Fig. 1: routing congestion map
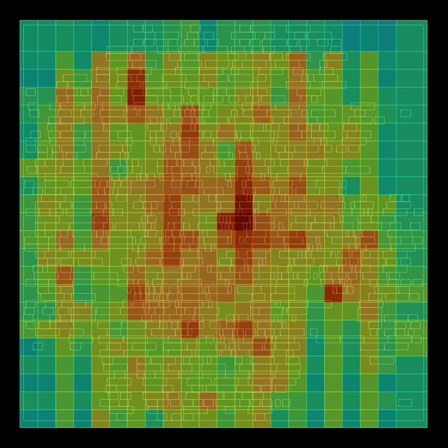
Fig. 2: logic cells by family
Scale: 2 px per um.
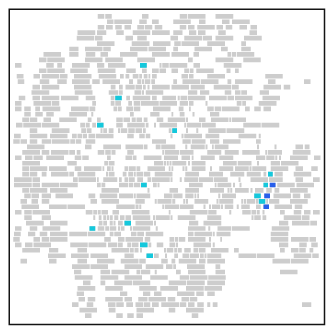
Fig. 3: the metal 1 layer
Scale: 2 px per um.
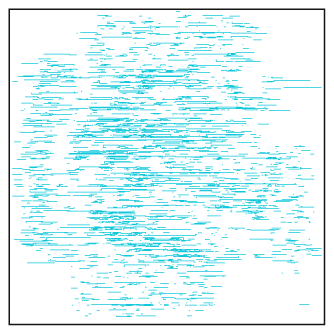
Fig. 4: register map, names as in the netlist
Scale: 3 px per um.
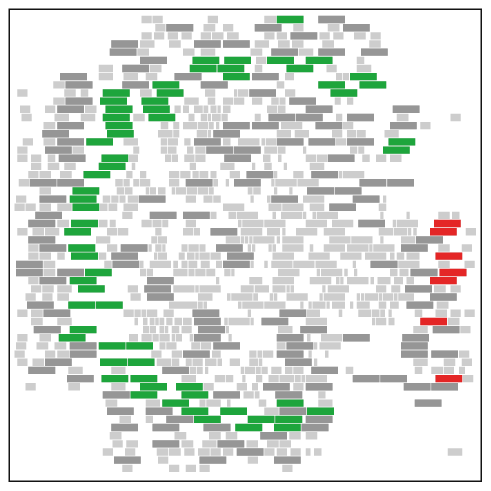
Fig. 5: zoomed window
Window x 105 to 130, y 105 to 130 um. Cells in grey, sequential cells in the stronger grey; small squares are vias.
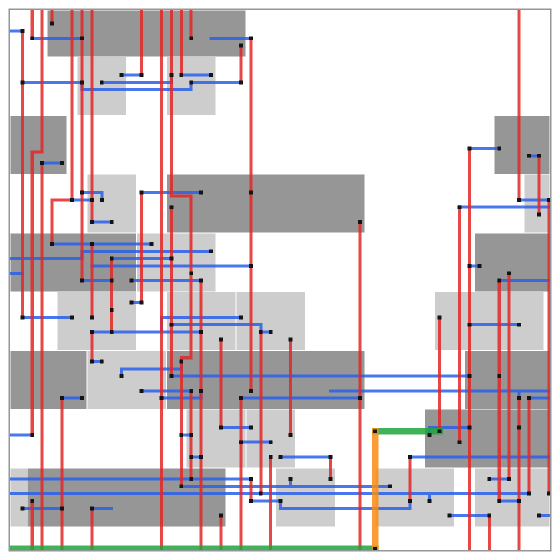
--- src/rtl/adpll_tdc_pkg.sv ---
// Shared constants and the averaging-state type used by the TDC thermometer encoder.
package adpll_tdc_pkg;

    localparam int N_TAPS_DEF  = 64;
    localparam int AVG_LOG_MAX = 4;

    typedef enum logic {
        ACC  = 1'b0,
        DUMP = 1'b1
    } avg_state_t;

endpackage

--- src/rtl/tdc_bubble_fix.sv ---
// Three-tap majority filter over a thermometer word, with a flag raised whenever any bit was changed.
module tdc_bubble_fix
    import adpll_tdc_pkg::*;
#(
    parameter int N_TAPS = N_TAPS_DEF
) (
    input  logic [N_TAPS-1:0] i_therm,
    output logic [N_TAPS-1:0] o_corr,
    output logic              o_bubble
);

    // Padded with a virtual one below tap 0 and a virtual zero above the last tap.
    logic [N_TAPS+1:0] w_ext;

    assign w_ext = {1'b0, i_therm, 1'b1};

    genvar gi;
    generate
        for (gi = 0; gi < N_TAPS; gi++) begin : g_maj
            assign o_corr[gi] = (w_ext[gi]   & w_ext[gi+1]) |
                                (w_ext[gi]   & w_ext[gi+2]) |
                                (w_ext[gi+1] & w_ext[gi+2]);
        end
    endgenerate

    assign o_bubble = |(o_corr ^ i_therm);

endmodule

--- src/rtl/tdc_therm_encoder.sv ---
// TDC thermometer-to-binary encoder: two-flop capture, bubble fix, popcount tree,
// and an optional power-of-two averaging stage feeding the ADPLL loop filter.
module tdc_therm_encoder
    import adpll_tdc_pkg::*;
#(
    parameter int N_TAPS  = N_TAPS_DEF,
    parameter int AVG_LOG = 0,
    parameter int OUT_W   = $clog2(N_TAPS) + 1
) (
    input  logic              clk,
    input  logic              rst_n,
    input  logic [N_TAPS-1:0] therm,
    input  logic              sample_en,
    input  logic              clear,
    output logic [OUT_W-1:0]  code,
    output logic              code_vld,
    output logic              bubble,
    output logic              sat
);

    localparam int LOG_N   = $clog2(N_TAPS);
    localparam int AVG_EFF = (AVG_LOG > AVG_LOG_MAX) ? AVG_LOG_MAX : AVG_LOG;
    localparam logic [OUT_W-1:0] FULL_CODE = OUT_W'(N_TAPS);

    logic [N_TAPS-1:0] r_sync1, r_sync2, r_corr;
    logic              r_v1, r_v2, r_v3, r_v4;
    logic              r_bub3, r_bub4, r_sat4;
    logic [OUT_W-1:0]  r_pos;

    logic [N_TAPS-1:0] w_corr;
    logic              w_bub;
    logic [OUT_W-1:0]  w_pos;

    logic [OUT_W-1:0]  r_code;
    logic              r_code_vld, r_bubble, r_sat;

    tdc_bubble_fix #(
        .N_TAPS (N_TAPS)
    ) u_bubble_fix (
        .i_therm  (r_sync2),
        .o_corr   (w_corr),
        .o_bubble (w_bub)
    );

    // Balanced adder tree over the corrected word; level gl holds N_TAPS>>gl partial sums of gl+1 bits.
    genvar gl, gi;
    generate
        for (gl = 1; gl <= LOG_N; gl++) begin : g_lvl
            logic [gl:0] w_sum [0:(N_TAPS>>gl)-1];
            for (gi = 0; gi < (N_TAPS >> gl); gi++) begin : g_node
                if (gl == 1) begin : g_leaf
                    assign w_sum[gi] = {1'b0, r_corr[2*gi]} + {1'b0, r_corr[2*gi+1]};
                end else begin : g_add
                    assign w_sum[gi] = {1'b0, g_lvl[gl-1].w_sum[2*gi]} +
                                       {1'b0, g_lvl[gl-1].w_sum[2*gi+1]};
                end
            end
        end
    endgenerate

    assign w_pos = OUT_W'(g_lvl[LOG_N].w_sum[0]);

    always_ff @(posedge clk or negedge rst_n) begin
        if (!rst_n) begin
            r_sync1 <= '0;
            r_sync2 <= '0;
            r_corr  <= '0;
            r_pos   <= '0;
            r_v1    <= 1'b0;
            r_v2    <= 1'b0;
            r_v3    <= 1'b0;
            r_v4    <= 1'b0;
            r_bub3  <= 1'b0;
            r_bub4  <= 1'b0;
            r_sat4  <= 1'b0;
        end else begin
            r_v1 <= sample_en;
            if (sample_en) begin
                r_sync1 <= therm;
            end
            r_v2    <= r_v1;
            r_sync2 <= r_sync1;
            r_v3    <= r_v2;
            r_corr  <= w_corr;
            r_bub3  <= w_bub;
            r_v4    <= r_v3;
            r_pos   <= w_pos;
            r_sat4  <= (w_pos == FULL_CODE);
            r_bub4  <= r_bub3;
        end
    end

    generate
        if (AVG_EFF == 0) begin : g_pass
            always_ff @(posedge clk or negedge rst_n) begin
                if (!rst_n) begin
                    r_code     <= '0;
                    r_code_vld <= 1'b0;
                    r_bubble   <= 1'b0;
                    r_sat      <= 1'b0;
                end else begin
                    r_code_vld <= r_v4 & ~clear;
                    if (r_v4 && !clear) begin
                        r_code   <= r_pos;
                        r_bubble <= r_bub4;
                        r_sat    <= r_sat4;
                    end
                end
            end
        end else begin : g_avg
            localparam int ACC_W = OUT_W + AVG_EFF;

            avg_state_t         r_state, w_state_next;
            logic [ACC_W-1:0]   r_acc, w_acc_next, w_sum;
            logic [AVG_EFF-1:0] r_cnt, w_cnt_next;
            logic               r_bub_sticky, w_bub_sticky_next;
            logic               r_sat_sticky, w_sat_sticky_next;
            logic               w_last, w_dump, w_bub_out, w_sat_out;

            assign w_sum     = r_acc + ACC_W'(r_pos);
            assign w_last    = r_v4 && (r_cnt == '1);
            assign w_bub_out = r_bub_sticky | r_bub4;
            assign w_sat_out = r_sat_sticky | r_sat4;

            always_comb begin
                w_state_next      = r_state;
                w_acc_next        = r_acc;
                w_cnt_next        = r_cnt;
                w_bub_sticky_next = r_bub_sticky;
                w_sat_sticky_next = r_sat_sticky;
                w_dump            = 1'b0;

                case (r_state)
                    ACC:     w_state_next = w_last ? DUMP : ACC;
                    DUMP:    w_state_next = ACC;
                    default: w_state_next = ACC;
                endcase

                // Clear wins over an arriving sample: that sample is dropped.
                if (clear) begin
                    w_state_next      = ACC;
                    w_acc_next        = '0;
                    w_cnt_next        = '0;
                    w_bub_sticky_next = 1'b0;
                    w_sat_sticky_next = 1'b0;
                end else if (r_v4) begin
                    if (w_last) begin
                        w_dump            = 1'b1;
                        w_acc_next        = '0;
                        w_cnt_next        = '0;
                        w_bub_sticky_next = 1'b0;
                        w_sat_sticky_next = 1'b0;
                    end else begin
                        w_acc_next        = w_sum;
                        w_cnt_next        = r_cnt + AVG_EFF'(1);
                        w_bub_sticky_next = w_bub_out;
                        w_sat_sticky_next = w_sat_out;
                    end
                end
            end

            always_ff @(posedge clk or negedge rst_n) begin
                if (!rst_n) begin
                    r_state      <= ACC;
                    r_acc        <= '0;
                    r_cnt        <= '0;
                    r_bub_sticky <= 1'b0;
                    r_sat_sticky <= 1'b0;
                    r_code       <= '0;
                    r_code_vld   <= 1'b0;
                    r_bubble     <= 1'b0;
                    r_sat        <= 1'b0;
                end else begin
                    r_state      <= w_state_next;
                    r_acc        <= w_acc_next;
                    r_cnt        <= w_cnt_next;
                    r_bub_sticky <= w_bub_sticky_next;
                    r_sat_sticky <= w_sat_sticky_next;
                    r_code_vld   <= w_dump;
                    if (w_dump) begin
                        r_code   <= w_sum[ACC_W-1:AVG_EFF];
                        r_bubble <= w_bub_out;
                        r_sat    <= w_sat_out;
                    end
                end
            end
        end
    endgenerate

    assign code     = r_code;
    assign code_vld = r_code_vld;
    assign bubble   = r_bubble;
    assign sat      = r_sat;

endmodule

--- config.mk ---
export PLATFORM = sky130hd
export DESIGN_NAME = tdc_therm_encoder
export DESIGN_NICKNAME = d
export VERILOG_FILES = /design/src/rtl/adpll_tdc_pkg.sv /design/src/rtl/tdc_bubble_fix.sv /design/src/rtl/tdc_therm_encoder.sv
export SDC_FILE = /design/constraint.sdc
export NUM_CORES = 1
export LEC_CHECK = 0
export CAP_MARGIN = 0
export CORE_UTILIZATION = 40
export CTS_BUF_LIST = sky130_fd_sc_hd__clkbuf_4 sky130_fd_sc_hd__clkbuf_8
export DETAILED_ROUTE_END_ITERATION = 6
export HOLD_SLACK_MARGIN = 0.02
export SYNTH_ARGS = -nofsm -noshare
export SYNTH_HDL_FRONTEND = slang
export SYNTH_SLANG_ARGS = --single-unit
--- constraint.sdc ---
create_clock -name clk -period 6.6 [get_ports clk]
set_clock_uncertainty 0.15 [all_clocks]
set_input_delay 1.32 -clock clk [delete_from_list [all_inputs] [get_ports clk]]
set_output_delay 1.32 -clock clk [all_outputs]
set_load 0.05 [all_outputs]
==> results.toml <==
# flow metrics
[run_status]
outcome = "complete, no violations"

[setup_path]
r2r_slack_ns = 0.29
crit_chain = "fa_1, inv_1, fa_1, inv_1, fa_1, fa_1, fa_1, fa_1, inv_1, fa_1, fa_1, inv_1, ha_1, fa_1, a21o_1, a21oi_1, o21ba_2, o21bai_1, nor4b_2"
crit_arrival_ns = 6.53
critPathTopFamily = "adder cells"
crit_fanout = 2
endpoint_kind = "flop"
path_depth = 19
reg2reg_to = "r_sat4"
crit_path_end = "r_sat4"

[final_timing]
final_min_period_over_clock_period = 0.9556
hold_viol = 0
rsz0062_at_grt = "no"
min_period_ns = 6.307
max_freq_ghz = 0.1585

[floorplan]
ioPinCount = 78
dieArea_sq_um = 24610

[cells_and_area]
stdcell_area_sq_um = 11530
nNetsFinal = 925

[clock_tree]
cts_max_level = 2
hold_buffers = 0

[route]
top_layer_used = "met4"
dr_wl_met3_um = 805
met1_length_mm = 8.168
routedWlPerCell_um = 16.60
drt_pass1_iterations = 4

[worst_hold_path]
min_to = "r_v4"
min_path_cells = 0
min_path_type = "reg -> reg"

[global_route]
first_global_vias = 5917
grt_overflow = 0

[synth]
ys_area_sq_um = 9593
syn_inst = 677
area_leaders = "dfrtp_1, fa_1, mux2_2, maj3_1, inv_1"
ys_cells = 677
yosysWarnings = 0
yosysUniqueCellTypes = 49
synthArstFlopShare = 1.000
largest_area_cell = "dfrtp_1"
fp_nets = 814
common_cells = "dfrtp_1, inv_1, mux2_2"

[place]
hpwl_mm = 13.98
place_ws_ns = 0.3021
## Picture notes: Fig. 1
grt met1 use: 0.2176
Top Usage Layer GRT: met2
met3 Usage GRT: 0.03379
final core utilization: 0.4914
met2 usage: 0.2794

## Picture notes: Fig. 2
Blue is XOR/XNOR gates, cells 3. Cyan is AND-OR and OR-AND gates, cells 13.
logic share of the area: 0.3275
most used logic cell in the final layout: dfrtp_1
Non-Filler Instances: 1134

## Picture notes: Fig. 3
The layer carries 8170 um of wire. The longest straight run is 51.5 um. The layer holds 43% of the routed length. The wires run mostly horizontal.
Post-Route WL: 18.82 mm
via count: 5320

## Picture notes: Fig. 4
Green is r_sync2, sequential cells 64. Red is code, sequential cells 7, where east.
Another 145 sequential cells are not coloured.
flop share of the area: 0.4686
Seq. cell area: 5405 sq um

## Picture notes: Fig. 5
Green is metal 3. Orange is metal 4. Red is metal 2. Blue is metal 1.
Sequential cells in the window: 6. 20 logic cells have their middle in the window. Netlist names of flops here include r_corr (4), r_sync2 (2). Most frequent: dfrtp_1 (6), maj3_1 (4).

## layout make-up
type / count / area (sq um) / area share
multi-input cells: 352 / 3777 / 0.3275
well taps: 319 / 399.1 / 0.03461
clock inverters: 6 / 38.79 / 0.003363
repair buffers: 80 / 792.0 / 0.06867
inverters: 100 / 375.4 / 0.03254
flip-flops and latches: 216 / 5405 / 0.4686
clock buffers: 61 / 745.7 / 0.06466
## kinds of logic (layout without fill, tap and decap cells)
kind of cell,Yosys count,in the layout,share of synthesized area
AND-OR/OR-AND,62,62,0.05074
XOR/XNOR,3,3,0.002740
adder cells (fa/ha/maj),128,128,0.1938
buffers and inverters,109,247,0.04278
flip-flops,216,216,0.5635
multiplexers,74,74,0.08674
AND/OR/NAND/NOR,85,85,0.05974
## state kept, by name, indices dropped and copies added, names as in the netlist, 7 cells and up
signal and cells:
code 7, r_sync2 64, r_sync1 64, r_corr 64, r_pos 7
## through the flow
stage	hold slack, ns	instances	util
detailed placement	0.1847	1067	0.4579
global route	0.2006	1134	0.4914
CTS	0.1979	1134	0.4914
finish	0.1964	1134	0.4914
floorplan	0.1812	677	-
global placement	0.1812	1067	0.4579
## cell usage in the layout (no fill, tap or decap), types with 7 or more instances in the layout
| cell type | count |
|---|---|
| nand2b_1 | 26 |
| dfrtp_1 | 216 |
| mux2_2 | 73 |
| a21oi_1 | 11 |
| inv_1 | 100 |
| fa_1 | 54 |
| ha_1 | 15 |
| or2b_1 | 9 |
| a32oi_1 | 7 |
| clkdlybuf4s50_1 | 75 |
| clkbuf_8 | 47 |
| nor2b_1 | 25 |
| clkbuf_4 | 15 |
| maj3_1 | 59 |
